### src/rtl/hazard_ctrl.sv
// Pipeline hazard control for the 5-stage core: stalls, flushes, EX forwarding
// selects and the HALT drain/freeze sequence.
module hazard_ctrl #(
  parameter int FWD_EN = 1,
  parameter int CNT_W  = 16
) (
  input  logic             clk,
  input  logic             reset,
  input  logic [31:0]      inst_in_f_if,
  input  logic             branch_taken_f_ex,
  output logic             pc_hold,
  output logic             if_id_hold,
  output logic             if_id_flush,
  output logic             id_ex_bubble,
  output logic [1:0]       fwd_rs_sel_2_ex,
  output logic [1:0]       fwd_rt_sel_2_ex,
  output logic             halted,
  output logic [CNT_W-1:0] stall_cnt
);

  typedef enum logic [1:0] {S_RUN, S_DRAIN, S_HALTED} state_t;

  state_t     r_state, w_nstate;
  logic [1:0] r_cnt;
  logic       r_ex_v, r_ex_ld, r_mem_v;
  logic [4:0] r_ex_dst, r_mem_dst;
  logic [1:0] r_rs_sel, r_rt_sel;
  logic [CNT_W-1:0] r_stall_cnt;

  logic [5:0] w_op;
  logic [4:0] w_rs, w_rt, w_rd, w_dst;
  logic       w_use_rs, w_use_rt, w_is_ld, w_is_halt, w_dst_v;
  logic       w_rs_ex, w_rt_ex, w_rs_mem, w_rt_mem, w_hz;
  logic       w_stall_inc;
  logic [1:0] w_rs_sel, w_rt_sel;
  logic       w_unused;

  assign w_op     = inst_in_f_if[31:26];
  assign w_rs     = inst_in_f_if[25:21];
  assign w_rt     = inst_in_f_if[20:16];
  assign w_rd     = inst_in_f_if[15:11];
  assign w_unused = ^inst_in_f_if[10:0];

  always_comb begin
    w_use_rs  = 1'b0;
    w_use_rt  = 1'b0;
    w_dst     = 5'd0;
    w_is_ld   = 1'b0;
    w_is_halt = 1'b0;
    if (w_op <= 6'h0B) begin
      w_use_rs = 1'b1;
      if (!w_op[0]) begin
        w_use_rt = 1'b1;
        w_dst    = w_rd;
      end else begin
        w_dst    = w_rt;
      end
    end else begin
      case (w_op)
        6'h0C: begin w_use_rs = 1'b1; w_dst = w_rt; w_is_ld = 1'b1; end
        6'h0D, 6'h0F: begin w_use_rs = 1'b1; w_use_rt = 1'b1; end
        6'h0E, 6'h10: w_use_rs = 1'b1;
        6'h11: w_is_halt = 1'b1;
        default: ;
      endcase
    end
  end

  // r0 is hardwired, so it neither produces nor consumes a dependency
  assign w_dst_v  = (w_dst != 5'd0);
  assign w_rs_ex  = w_use_rs && (w_rs != 5'd0) && r_ex_v  && (r_ex_dst  == w_rs);
  assign w_rt_ex  = w_use_rt && (w_rt != 5'd0) && r_ex_v  && (r_ex_dst  == w_rt);
  assign w_rs_mem = w_use_rs && (w_rs != 5'd0) && r_mem_v && (r_mem_dst == w_rs);
  assign w_rt_mem = w_use_rt && (w_rt != 5'd0) && r_mem_v && (r_mem_dst == w_rt);

  assign w_hz = (r_ex_ld && (w_rs_ex || w_rt_ex)) ||
                ((FWD_EN == 0) && (w_rs_ex || w_rt_ex || w_rs_mem || w_rt_mem));

  assign w_rs_sel = w_rs_ex ? 2'b01 : (w_rs_mem ? 2'b10 : 2'b00);
  assign w_rt_sel = w_rt_ex ? 2'b01 : (w_rt_mem ? 2'b10 : 2'b00);

  always_ff @(posedge clk or negedge reset) begin
    if (!reset) r_state <= S_RUN;
    else        r_state <= w_nstate;
  end

  always_comb begin
    w_nstate     = r_state;
    pc_hold      = 1'b0;
    if_id_hold   = 1'b0;
    if_id_flush  = 1'b0;
    id_ex_bubble = 1'b0;
    w_stall_inc  = 1'b0;
    case (r_state)
      S_RUN: begin
        if (branch_taken_f_ex) begin
          if_id_flush  = 1'b1;
          id_ex_bubble = 1'b1;
        end else if (w_hz) begin
          pc_hold      = 1'b1;
          if_id_hold   = 1'b1;
          id_ex_bubble = 1'b1;
          w_stall_inc  = 1'b1;
        end else if (w_is_halt) begin
          pc_hold    = 1'b1;
          if_id_hold = 1'b1;
          w_nstate   = S_DRAIN;
        end
      end
      S_DRAIN: begin
        pc_hold      = 1'b1;
        if_id_hold   = 1'b1;
        id_ex_bubble = 1'b1;
        // HALT sits in WB as the count reaches zero
        if (r_cnt == 2'd1) w_nstate = S_HALTED;
      end
      S_HALTED: begin
        pc_hold      = 1'b1;
        if_id_hold   = 1'b1;
        id_ex_bubble = 1'b1;
      end
      default: w_nstate = S_RUN;
    endcase
  end

  always_ff @(posedge clk or negedge reset) begin
    if (!reset)                                    r_cnt <= 2'd0;
    else if (r_state == S_RUN && w_nstate == S_DRAIN) r_cnt <= 2'd2;
    else if (r_state == S_DRAIN)                   r_cnt <= r_cnt - 2'd1;
  end

  always_ff @(posedge clk or negedge reset) begin
    if (!reset) begin
      r_ex_v    <= 1'b0;
      r_ex_ld   <= 1'b0;
      r_ex_dst  <= 5'd0;
      r_mem_v   <= 1'b0;
      r_mem_dst <= 5'd0;
      r_rs_sel  <= 2'b00;
      r_rt_sel  <= 2'b00;
    end else if (r_state != S_HALTED) begin
      r_mem_v   <= r_ex_v;
      r_mem_dst <= r_ex_dst;
      if (id_ex_bubble) begin
        r_ex_v   <= 1'b0;
        r_ex_ld  <= 1'b0;
        r_ex_dst <= 5'd0;
        r_rs_sel <= 2'b00;
        r_rt_sel <= 2'b00;
      end else begin
        r_ex_v   <= w_dst_v;
        r_ex_ld  <= w_is_ld && w_dst_v;
        r_ex_dst <= w_dst;
        r_rs_sel <= w_rs_sel;
        r_rt_sel <= w_rt_sel;
      end
    end
  end

  always_ff @(posedge clk or negedge reset) begin
    if (!reset)
      r_stall_cnt <= '0;
    else if (w_stall_inc && (r_stall_cnt != {CNT_W{1'b1}}))
      r_stall_cnt <= r_stall_cnt + 1'b1;
  end

  assign fwd_rs_sel_2_ex = r_rs_sel;
  assign fwd_rt_sel_2_ex = r_rt_sel;
  assign stall_cnt       = r_stall_cnt;
  assign halted          = (r_state == S_HALTED);

endmodule

### config.mk
export PLATFORM = sky130hd
export DESIGN_NAME = hazard_ctrl
export DESIGN_NICKNAME = d
export VERILOG_FILES = /design/src/rtl/hazard_ctrl.sv
export SDC_FILE = /design/constraint.sdc
export NUM_CORES = 1
export LEC_CHECK = 0
export ABC_AREA = 1
export ABC_CLOCK_PERIOD_IN_PS = 2490
export CELL_PAD_IN_SITES_DETAIL_PLACEMENT = 0
export CELL_PAD_IN_SITES_GLOBAL_PLACEMENT = 2
export CORE_MARGIN = 2
export CORE_UTILIZATION = 27
export DETAILED_ROUTE_END_ITERATION = 10
export HOLD_SLACK_MARGIN = 0.08
export PLACE_DENSITY_LB_ADDON = 0.1
export SYNTH_ARGS = -nofsm -noshare
export SYNTH_HDL_FRONTEND = slang
export SYNTH_SLANG_ARGS = --single-unit
export TNS_END_PERCENT = 100
### constraint.sdc
create_clock -name clk -period 2.49 [get_ports clk]
set_clock_uncertainty 0.15 [all_clocks]
set_input_delay 0.498 -clock clk [delete_from_list [all_inputs] [get_ports clk]]
set_output_delay 0.498 -clock clk [all_outputs]
set_load 0.02 [all_outputs]
**Run 1: port wiring**

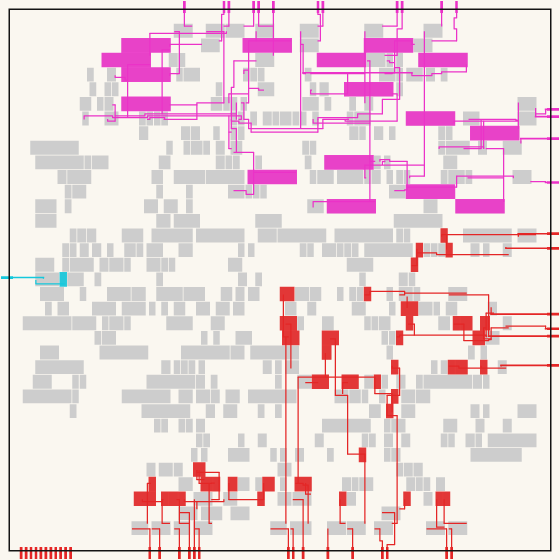
Cyan shows if_id_flush, bits 1, direction output, end cells 1, buffers 1, wire 11.9 um. Red shows inst_in_f_if, bits 32, direction input, end cells 43, buffers 27, wire 577 um. Magenta shows stall_cnt, bits 16, direction output, end cells 16, buffers 16, wire 739 um.
port buffer count: 48
# IOs: 60

**Run 1: congestion heat map**

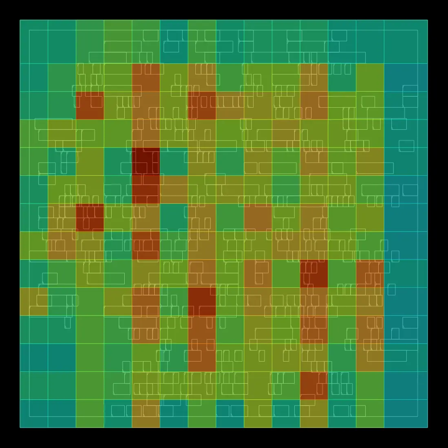
fin util: 39.0%
met1 Usage GRT: 23.5%

**Run 1: cell sizes after repair**

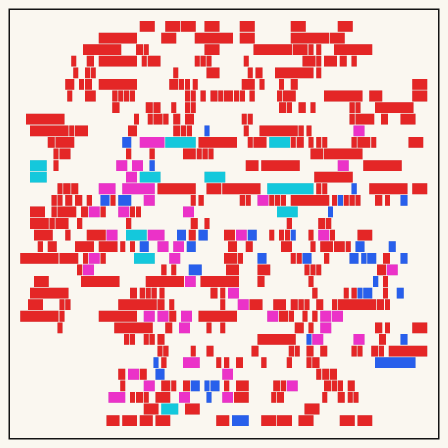
Blue shows _2 cells, cells 38. Red shows _0 and _1 cells, cells 359. Magenta shows _3 and _4 cells, cells 44. Cyan shows _6 and larger, cells 11.
fin worst setup slack: -0.0162 ns
post-layout instance area: 3550 um^2

==> flow_summary.json, run 1 <==
{
  "min_path_type": "flop to flop",
  "setup_viol": 2,
  "fin_crit_sh_pct": 101,
  "power_frac_seq_pct": 42.6,
  "whs_ns": 0.337,
  "min_period_ns": 2.51,
  "cp-endpoint": "if_id_hold",
  "comb_share_pct": 39.5,
  "fmax_ghz": 0.399,
  "whs_endpoint": "fwd_rs_sel_2_ex[0]$_DFFE_PN0N_",
  "grt_pass1_vias": 2547,
  "setup_tns_ns": -0.0322,
  "cp_cell_sequence": "dlygate4sd2_1, nor2_1, nand3_1, a21oi_2, nand2_2, nand2_2, nand2_4, a21oi_2, nor2_2, nor2_4, buf_6",
  "reg2reg_to": "stall_cnt[15]$_DFFE_PN0P_",
  "log.warning_count": 43,
  "fp.coreArea_um2": 9110,
  "p_clk_share_pct": 33.2,
  "layout_setup_ws_ns": -0.0162,
  "relSlewSlack_pct": 73.5,
  "rows": 35,
  "comb_area_um2": 1400,
  "synthesis.nets": 405,
  "cts_buffers": 5,
  "first_pass_iters": 4,
  "power_top_consumer": "registers",
  "fin_cells": 563,
  "violations": "setup timing",
  "maxCapViolCount": 0,
  "drc": 0,
  "fp_util_pct": 27.6,
  "path_class": "input port to output port",
  "slowest_delay_ns": 0.24,
  "numSynthFlops": 37,
  "ant_nets": 0,
  "p_per_area_nw_per_um2": 479,
  "syn_inst": 363,
  "rsz0062_at_grt": "yes",
  "vias_per_cell": 4.44,
  "p_int_uw": 1180,
  "r2r_setup_slack_ns": 0.40,
  "placed_area_um2": 3360,
  "p_seq_uw": 725,
  "cts_setup_buffers": 1,
  "whs_path_depth": 2,
  "synth_cell_types": 32,
  "dp_cells": 550,
  "synth-edff-count": 0,
  "status": "finished, violations left",
  "synth_area_um2": 2510,
  "cts_root_buf": "clkbuf_8",
  "die_x_um": 100,
  "comb_power_share_pct": 24.3,
  "finalNetCount": 493
}
## run 1: layer usage
layer | vias up | global-route usage, % | wire length, um
li1 | 1320 | - | -
met1 | 1144 | 23.5 | 4020
met2 | 33 | 24.3 | 3180
met3 | 4 | 2.72 | 201
met4 | 0 | 3.27 | 55
met5 | - | 0 | 0
## run 1: placed cells by master (no fill, tap or decap), drive strengths merged, types with 9 or more instances in the layout
cell type and instances:
buf 42, clkbuf 10, clkdlybuf4s15 9, clkdlybuf4s50 26
dfrtp 37, inv 51, nand2 129, nand3 20
nor2 32, o21ai 29, xnor2 10, xor2 9
## run 1: cell families after synthesis
group | count (synthesis) | synth area share [%]
compound gates | 40 | 8.62
xor+xnor | 19 | 6.63
fa+ha+maj | 7 | 3.49
buf+inv | 58 | 9.17
flops | 37 | 36.9
simple gates | 202 | 35.2
--- run 2 (diff from run 1) ---
--- a/config.mk
+++ b/config.mk
@@ -17,4 +17,3 @@
 export SYNTH_ARGS = -nofsm -noshare
 export SYNTH_HDL_FRONTEND = slang
 export SYNTH_SLANG_ARGS = --single-unit
-export TNS_END_PERCENT = 100
**Run 2: routed metal per tile**

Bar = 20 um. The die is cut into 20 by 20 equal tiles; dark purple is low, yellow is high, scaled to the fullest tile. Values are wire area over tile area, all layers added.
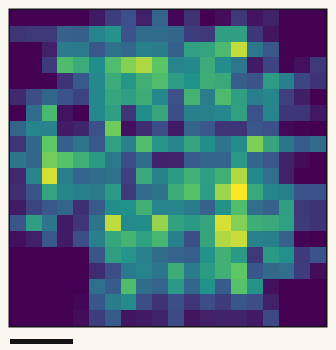
The fullest tile reaches 0.35. The emptiest ninth of the die: lower left. 17% of the tiles are nearly empty.
total track usage: 15.9%
vias: 2501
routed length per instance: 13.2 um
Total Wirelength: 7.46 mm

==> flow_summary.json, run 2 <==
{
  "final_cell_mix": "118 x nand2_1, 38 x inv_1, 37 x buf_4, 36 x dfrtp_1, 26 x clkdlybuf4s50_1",
  "status": "finished, violations left",
  "setup_tns_ns": -0.0322,
  "met1_usage_pct": 23.5,
  "p_leak_uw": 0.00175,
  "r2r-start": "stall_cnt[0]$_DFFE_PN0P_",
  "ant_nets": 0,
  "setup_viol": 2,
  "fin_cells": 563,
  "die_x_um": 100,
  "pg_clk_uw": 564,
  "fp.coreArea_um2": 9110,
  "whs_ns": 0.337,
  "routed-wl-met3_um": 201,
  "grt_use_met2_pct": 24.3,
  "synth_top_area_share_pct": 36.9,
  "cts_buffer_depth": 2,
  "worstSetupEndpointType": "output port",
  "p_int_uw": 1180,
  "synth_area_um2": 2510,
  "min_path_type": "flop to flop",
  "fillers": 996,
  "fp_util_pct": 27.6,
  "fin_crit_sh_pct": 101,
  "num_antenna_cells": 0,
  "area_delta_synth_final_pct": 41.6,
  "syn_inst": 363,
  "wl_met1_mm": 4.02,
  "cts_root_buf": "clkbuf_8",
  "placed_area_um2": 3360,
  "synth-edff-count": 0,
  "synth_cell_types": 32,
  "cp-startpoint": "inst_in_f_if[27]",
  "comb_power_share_pct": 24.3,
  "min_period_ns": 2.51,
  "synthesis.nets": 405,
  "final_util_pct": 39.0,
  "top_cells_by_count": "124 x nand2_1, 43 x inv_1, 37 x dfrtp_1",
  "die_h_um": 100,
  "vias_per_cell": 4.44,
  "cp.arrival_ns": 1.86,
  "finalNetCount": 493,
  "rsz0062_at_grt": "yes",
  "port_buffers": 48,
  "numSynthFlops": 37,
  "routed-wl-met2_mm": 3.18,
  "fmax_ghz": 0.399,
  "grt.busiest_layer": "met2",
  "drc": 0,
  "violations": "setup timing",
  "top_layer": "met4",
  "p_seq_uw": 725,
  "final_area_um2": 3550,
  "maxCapViolCount": 0,
  "whs_endpoint": "fwd_rs_sel_2_ex[0]$_DFFE_PN0N_",
  "lay_top_count": "nand2_1",
  "cp_cell_sequence": "dlygate4sd2_1, nor2_1, nand3_1, a21oi_2, nand2_2, nand2_2, nand2_4, a21oi_2, nor2_2, nor2_4, buf_6",
  "slowest_delay_ns": 0.24,
  "drtIter0Drc": 102,
  "first_pass_iters": 4,
  "layout_setup_ws_ns": -0.0162,
  "io_pins": 60,
  "cts_setup_buffers": 1,
  "p_clk_share_pct": 33.2,
  "grt_pass1_vias": 2547,
  "power_top_consumer": "registers",
  "total_power_uw": 1700,
  "top_area_cell": "dfrtp_1",
  "r2r_setup_slack_ns": 0.40,
  "log.warning_count": 43,
  "relSlewSlack_pct": 73.5,
  "reg2reg_to": "stall_cnt[15]$_DFFE_PN0P_",
  "cp-endpoint": "if_id_hold",
  "ff_type": "dfrtp_1",
  "dp_cells": 550,
  "p_per_area_nw_per_um2": 479,
  "whs_path_depth": 2,
  "cts_buffers": 5,
  "path_class": "input port to output port",
  "met3_usage_pct": 2.72,
  "power_frac_seq_pct": 42.6
}
**Run 2: placed cells, one color a class**

Bar = 20 um.
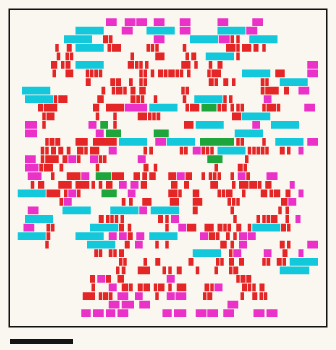
Red shows combinational and other logic, cells 320. Magenta shows other buffers and delay cells, cells 87. Green shows clock drivers and dummy loads, cells 8. Cyan shows flops, cells 37.
fraction of area in registers: 26.1%
Core Rows: 35

==> run 2: kinds of logic (layout without fill, tap and decap cells) <==
| kind of cell | after synthesis | in the layout | synth area share [%] |
|---|---|---|---|
| buffers and inverters | 58 | 147 | 9.17 |
| AOI/OAI and AO/OA | 40 | 40 | 8.62 |
| xor gates and xnor gates | 19 | 19 | 6.63 |
| DFF | 37 | 37 | 36.9 |
| and+or+nand+nor | 202 | 202 | 35.2 |
| adders and majority gates | 7 | 7 | 3.49 |
==> run 2: area by class of cell <==
type	count	area [um^2]	area share [%]
Multi-Input combinational cell	268	1400	39.5
Sequential cell	37	927	26.1
Timing Repair Buffer	87	769	21.6
Inverter	52	195	5.49
Tap cell	111	139	3.91
Clock buffer	6	82.6	2.32
Clock inverter	2	37.5	1.06
